File: src/rtl/snek_eat_ctrl.sv
// -----------------------------------------------------------------------------
// snek_eat_ctrl
//
// Consumer side of the food-generator handshake for the snake game. Requests
// new food locations, optionally rejects food that lands on the snake body or
// off-grid (with a bounded number of retries), detects the head reaching the
// food and then issues a one-cycle grow pulse and a saturating score increment.
//
// Optional feature macro: SNEK_FOOD_RECHECK_EN
//   defined   : occupancy / off-grid check, retry counter and place_fail active
//   undefined : CHECK always accepts, place_fail and query_h/query_v tied 0
//
// Parameters
//   GRID_V    : number of valid rows; food_v >= GRID_V is off-grid
//   SCORE_W   : score width, score saturates at all-ones
//   MAX_RETRY : consecutive rejections before a placement is forced
//
// Ports
//   clk           in   pixel clock (only clock)
//   reset         in   synchronous active-high reset
//   frame_tick    in   one-clk pulse per game step
//   head_h/head_v in   registered head position
//   food_h/food_v in   food position from the generator
//   occupied      in   combinational body-occupancy answer for query_h/query_v
//   new_food_flag out  request to the generator (registered)
//   query_h/v     out  occupancy query, food position during CHECK, else 0
//   food_valid    out  food placed and edible (registered)
//   grow          out  one-clk pulse to add a body segment (registered)
//   score         out  foods eaten, saturating (registered)
//   place_fail    out  sticky: a placement was forced (registered)
// -----------------------------------------------------------------------------
module snek_eat_ctrl #(
  parameter int GRID_V    = 25,
  parameter int SCORE_W   = 10,
  parameter int MAX_RETRY = 15
) (
  input  logic               clk,
  input  logic               reset,
  input  logic               frame_tick,
  input  logic [4:0]         head_h,
  input  logic [4:0]         head_v,
  input  logic [4:0]         food_h,
  input  logic [4:0]         food_v,
  input  logic               occupied,
  output logic               new_food_flag,
  output logic [4:0]         query_h,
  output logic [4:0]         query_v,
  output logic               food_valid,
  output logic               grow,
  output logic [SCORE_W-1:0] score,
  output logic               place_fail
);

  typedef enum logic [1:0] {
    INIT      = 2'd0,
    WAIT_FOOD = 2'd1,
    CHECK     = 2'd2,
    ARMED     = 2'd3
  } state_t;

  state_t state_r;
  state_t state_s;

  logic hit_s;         // head on food at a frame_tick while armed
  logic retry_wait_s;  // CHECK rejected the food and will ask again

  // Saturating +1 used for the score counter.
  function automatic logic [SCORE_W-1:0] sat_inc(input logic [SCORE_W-1:0] v);
    logic [SCORE_W-1:0] r;
    if (&v) begin
      r = v;
    end else begin
      r = v + SCORE_W'(1);
    end
    return r;
  endfunction

  // Eat detection: compare is only made on frame_tick cycles while armed,
  // using the head/food values present before the edge.
  always_comb begin
    hit_s = 1'b0;
    if ((state_r == ARMED) && frame_tick &&
        (head_h == food_h) && (head_v == food_v)) begin
      hit_s = 1'b1;
    end else begin
      hit_s = 1'b0;
    end
  end

`ifdef SNEK_FOOD_RECHECK_EN
  localparam int RW = (MAX_RETRY < 16) ? 4 : $clog2(MAX_RETRY + 1);
  localparam logic [RW-1:0] RETRY_MAX = RW'(MAX_RETRY);
  localparam logic [31:0]   GRID_V_U  = 32'(GRID_V);

  logic [RW-1:0] retry_r;
  logic          reject_s;
  logic          force_s;   // rejection budget exhausted, accept anyway
  logic [31:0]   food_v_ext;

  assign food_v_ext = {27'd0, food_v};

  // Query the body module with the candidate location only while checking.
  assign query_h = (state_r == CHECK) ? food_h : 5'd0;
  assign query_v = (state_r == CHECK) ? food_v : 5'd0;

  // Placement decision for the CHECK cycle.
  always_comb begin
    reject_s     = occupied || (food_v_ext >= GRID_V_U);
    retry_wait_s = 1'b0;
    force_s      = 1'b0;
    if ((state_r == CHECK) && reject_s) begin
      if (retry_r < RETRY_MAX) begin
        retry_wait_s = 1'b1;
      end else begin
        force_s = 1'b1;
      end
    end else begin
      retry_wait_s = 1'b0;
      force_s      = 1'b0;
    end
  end

  // Consecutive-rejection counter; any exit from CHECK to ARMED clears it.
  always_ff @(posedge clk) begin
    if (reset) begin
      retry_r <= '0;
    end else if (state_r == CHECK) begin
      if (retry_wait_s) begin
        retry_r <= retry_r + RW'(1);
      end else begin
        retry_r <= '0;
      end
    end else begin
      retry_r <= retry_r;
    end
  end

  // Sticky forced-placement flag, cleared only by reset.
  always_ff @(posedge clk) begin
    if (reset) begin
      place_fail <= 1'b0;
    end else if (force_s) begin
      place_fail <= 1'b1;
    end else begin
      place_fail <= place_fail;
    end
  end
`else
  logic unused_s;

  // Without the recheck every placement is accepted on its CHECK cycle.
  assign retry_wait_s = 1'b0;
  assign query_h      = 5'd0;
  assign query_v      = 5'd0;
  assign place_fail   = 1'b0;
  assign unused_s     = ^{occupied, 32'(GRID_V), 32'(MAX_RETRY)};
`endif

  // State register.
  always_ff @(posedge clk) begin
    if (reset) begin
      state_r <= INIT;
    end else begin
      state_r <= state_s;
    end
  end

  // Next-state logic; a tick during CHECK is ignored.
  always_comb begin
    state_s = state_r;
    case (state_r)
      INIT: begin
        state_s = WAIT_FOOD;
      end
      WAIT_FOOD: begin
        if (frame_tick) begin
          state_s = CHECK;
        end else begin
          state_s = WAIT_FOOD;
        end
      end
      CHECK: begin
        if (retry_wait_s) begin
          state_s = WAIT_FOOD;
        end else begin
          state_s = ARMED;
        end
      end
      ARMED: begin
        if (hit_s) begin
          state_s = WAIT_FOOD;
        end else begin
          state_s = ARMED;
        end
      end
      default: begin
        state_s = INIT;
      end
    endcase
  end

  // Registered outputs decoded from the next state, so the request rises
  // together with grow and food_valid drops on the same cycle.
  always_ff @(posedge clk) begin
    if (reset) begin
      new_food_flag <= 1'b0;
      food_valid    <= 1'b0;
      grow          <= 1'b0;
      score         <= '0;
    end else begin
      new_food_flag <= (state_s == WAIT_FOOD);
      food_valid    <= (state_s == ARMED);
      grow          <= hit_s;
      if (hit_s) begin
        score <= sat_inc(score);
      end else begin
        score <= score;
      end
    end
  end

endmodule

File: config.mk
export PLATFORM = sky130hd
export DESIGN_NAME = snek_eat_ctrl
export DESIGN_NICKNAME = d
export VERILOG_FILES = /design/src/rtl/snek_eat_ctrl.sv
export SDC_FILE = /design/constraint.sdc
export NUM_CORES = 1
export LEC_CHECK = 0
export ABC_AREA = 1
export CORE_MARGIN = 8
export CORE_UTILIZATION = 46
export CTS_CLUSTER_SIZE = 28
export DETAILED_ROUTE_END_ITERATION = 8
export GPL_ROUTABILITY_DRIVEN = 1
export HOLD_SLACK_MARGIN = 0.06
export PLACE_DENSITY_LB_ADDON = 0.12
export SLEW_MARGIN = 5
export SYNTH_ARGS = -nofsm -noshare
export SYNTH_HDL_FRONTEND = slang
export SYNTH_SLANG_ARGS = --single-unit
File: constraint.sdc
create_clock -name clk -period 2.79 [get_ports clk]
set_input_delay 0.279 -clock clk [delete_from_list [all_inputs] [get_ports clk]]
set_output_delay 0.279 -clock clk [all_outputs]
set_load 0.01 [all_outputs]
==> out/qor.csv <==
metric;value;unit
status;complete, no violations;
synthArstFlopShare;0;
crit_end;score[7];
flop_area;300;um2
met1_length;1160;um
hold_path_class;reg2reg;
htree_levels;1;
mux_area_frac;0;
pg_seq;220;uW
first_iter_violations;52;
cp_slowest_cell;clkdlybuf4s50_1;
switching_share;0.278;
fin_skew;0.00348;ns
antennaDiodeCount;0;
met2_wirelength;1370;um
boundaryPins;48;
slowest_delay;0.60;ns
synthAoiAreaFrac;0.0713;
hold_path_startpoint;score[1];
globalRouteOverflowTotal;0;
placedCellCount;254;
clockPowerShare;0.283;
reg2reg_slack;1.20;ns
final_cells;258;
crit_path_cell_trace;clkdlybuf4s50_1;
top_layer;met4;
drv_slew;0;
syn_avg_cell_area;6.16;um2
hold_end;score[1];
xor_area_frac;0.0447;
grt_pass1_vias;1102;
ant_nets;0;
drt_wl_total;2760;um
numCtsBuffers;3;
grt_util_met3;0.0403;
edf_count;0;
simple_gate_share;0.449;
dominantRegCellSynth;dfxtp_1;
path_buffers;1;
vias;1211;
top_cells_by_count;60 x nand2_1, 29 x inv_1, 26 x nor2_1, 15 x dfxtp_1;
path_class;reg2out;
crit_path_end_kind;output port;
die_x;66.6;um
grt_max_degree;14;
postPlaceCellArea;0.00152;mm2
ys_warn_count;0;
firstDrtPassIters;5;
fill_cells;240;
area_leaders;dfxtp_1 26%, nand2_1 19%, inv_1 9.3%;
hold-worst-slack;0.518;ns
comb_power;96.0;uW
dr_wl_met3;223;um
clockBufferCount;3;
seqPwrFrac;0.499;
layout_top_cell;nand2_1;
adder_share;0.0106;
cts_tree;yes;
largestClassByArea;combinational gates;
cp_top_family;buffers and inverters;
p_sw;123;uW
rsz0062_at_grt;no;
comb_area;718;um2
rr_startpoint;score[0];
power_clock;125;uW
warning_count;27;
fp-utilization;0.479;
p_int;318;uW
critical_path_required;2.51;ns
crit-reg2reg-capture;score[7];
logic_gates;145;
top_power_group;registers;
grt_pass1_wl;4520;um
clk_share;0.0178;
buffer_area_frac;0.227;
postSynthSeqShare;0.255;
yosys_area;0.00118;mm2
chipArea;0.00443;mm2
startpoint;score[7];
p_leak;0.679;nW
min_period;1.65;ns
postCtsSetupRepairBufs;0;
hold_viol_final;0;
holdPathStages;2;
clockBufferDepth;2;
worstMarginPinSlew;0.628;ns
cts_root_buf;clkbuf_4;
yosys_register_bits;15;
clk_latency;0.28;ns
cts_hold_buf;0;
top_regs;score: 10 flops, state_r: 2 flops;
cts_sinks;15;
maxSlewHeadroom;0.580;
cp_data_arrival_time;1.37;ns
dpl.hpwl;2290;um
max-cap-violations;0;
drive_above_1_share;0.0877;
sh_comb_area;0.466;
portBuffers;35;
fin_crit_sh;0.591;
fin_nets;254;
critPathLaunchType;flop;
viasPerCell;4.69;
ir_drop;0.273;mV
crit_cells;1;
drc_errors;0;
ff_count;15;
antenna_found_initial;0;
fmax;606;MHz
largest_reg_flops;10;
die_height;66.6;um
syn_area;0.00118;mm2
crit_fanout;7;
n_tap_cell;30;
synth_area_leader_cell;dfxtp_1;
r2r_cells;7;
power_density;286;mW/mm2
setup_viol;0;
routabilityCongestion;0.825;
n_all_inverters;29;
synth_top_cell_by_count;nand2_1;
layout_top_cells;60 x nand2_1, 35 x clkdlybuf4s50_1, 29 x inv_1, 26 x nor2_1, 15 x dfxtp_1;
ys_cells;191;
finalSetupTns;0;ns
postSynthCellCount;191;
top_register;score;
clk_pin_slew;0.09;ns
top_area_frac;0.255;
ctsResizeCount;0;
dp_slack;0.858;ns
topCombFamilyByArea;simple AND/OR/NAND/NOR gates;
power;441;uW
synth_cell_types;22;
combPwrFrac;0.218;
==> images/placement_by_type.png <==
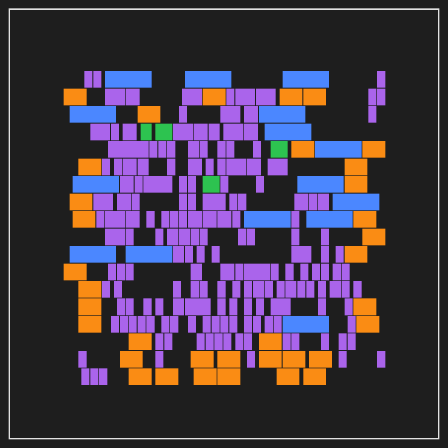
- combinational and other logic: purple (cells 174; share of their area 55%)
- sequential cells: blue (cells 15; share of their area 20%)
- remaining buffers and delay cells: orange (cells 35; share of their area 23%)
- clock drivers and dummy loads: green (cells 4; share of their area 1.8%)
sequential cell area share: 0.195
Core Region: 0.00245 mm2
design area: 0.00154 mm2
num rows: 18
fin util: 0.628

==> images/congestion.png <==
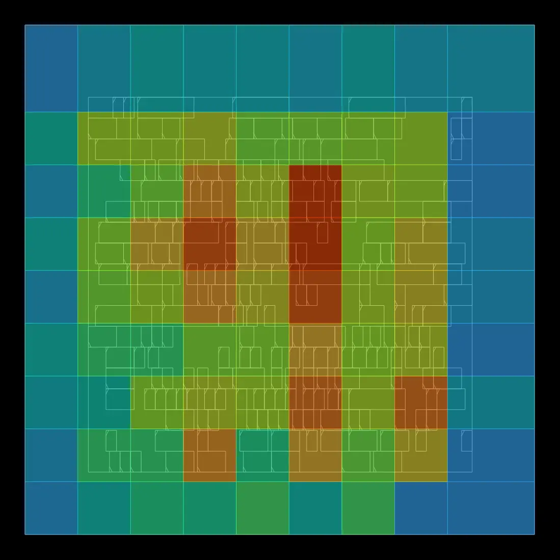
Total GRT Usage: 0.125
WL per Instance: 10.7 um
GR Layer Usage met2: 0.223
gr busiest metal: met2
met1 usage: 0.139

==> images/sizes.png <==
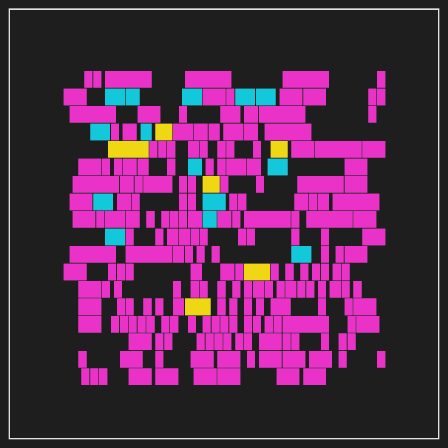
- _0 and _1 cells: magenta (cells 208; share 91%)
- _3 and _4 cells: yellow (cells 6; share 2.6%)
- _2 cells: cyan (cells 14; share 6.1%)
Plain + repair buffers: 35
Final WS setup: 1.14 ns
Area growth, synth to finish: 31.2%

Power and IR drop assume default switching activity.
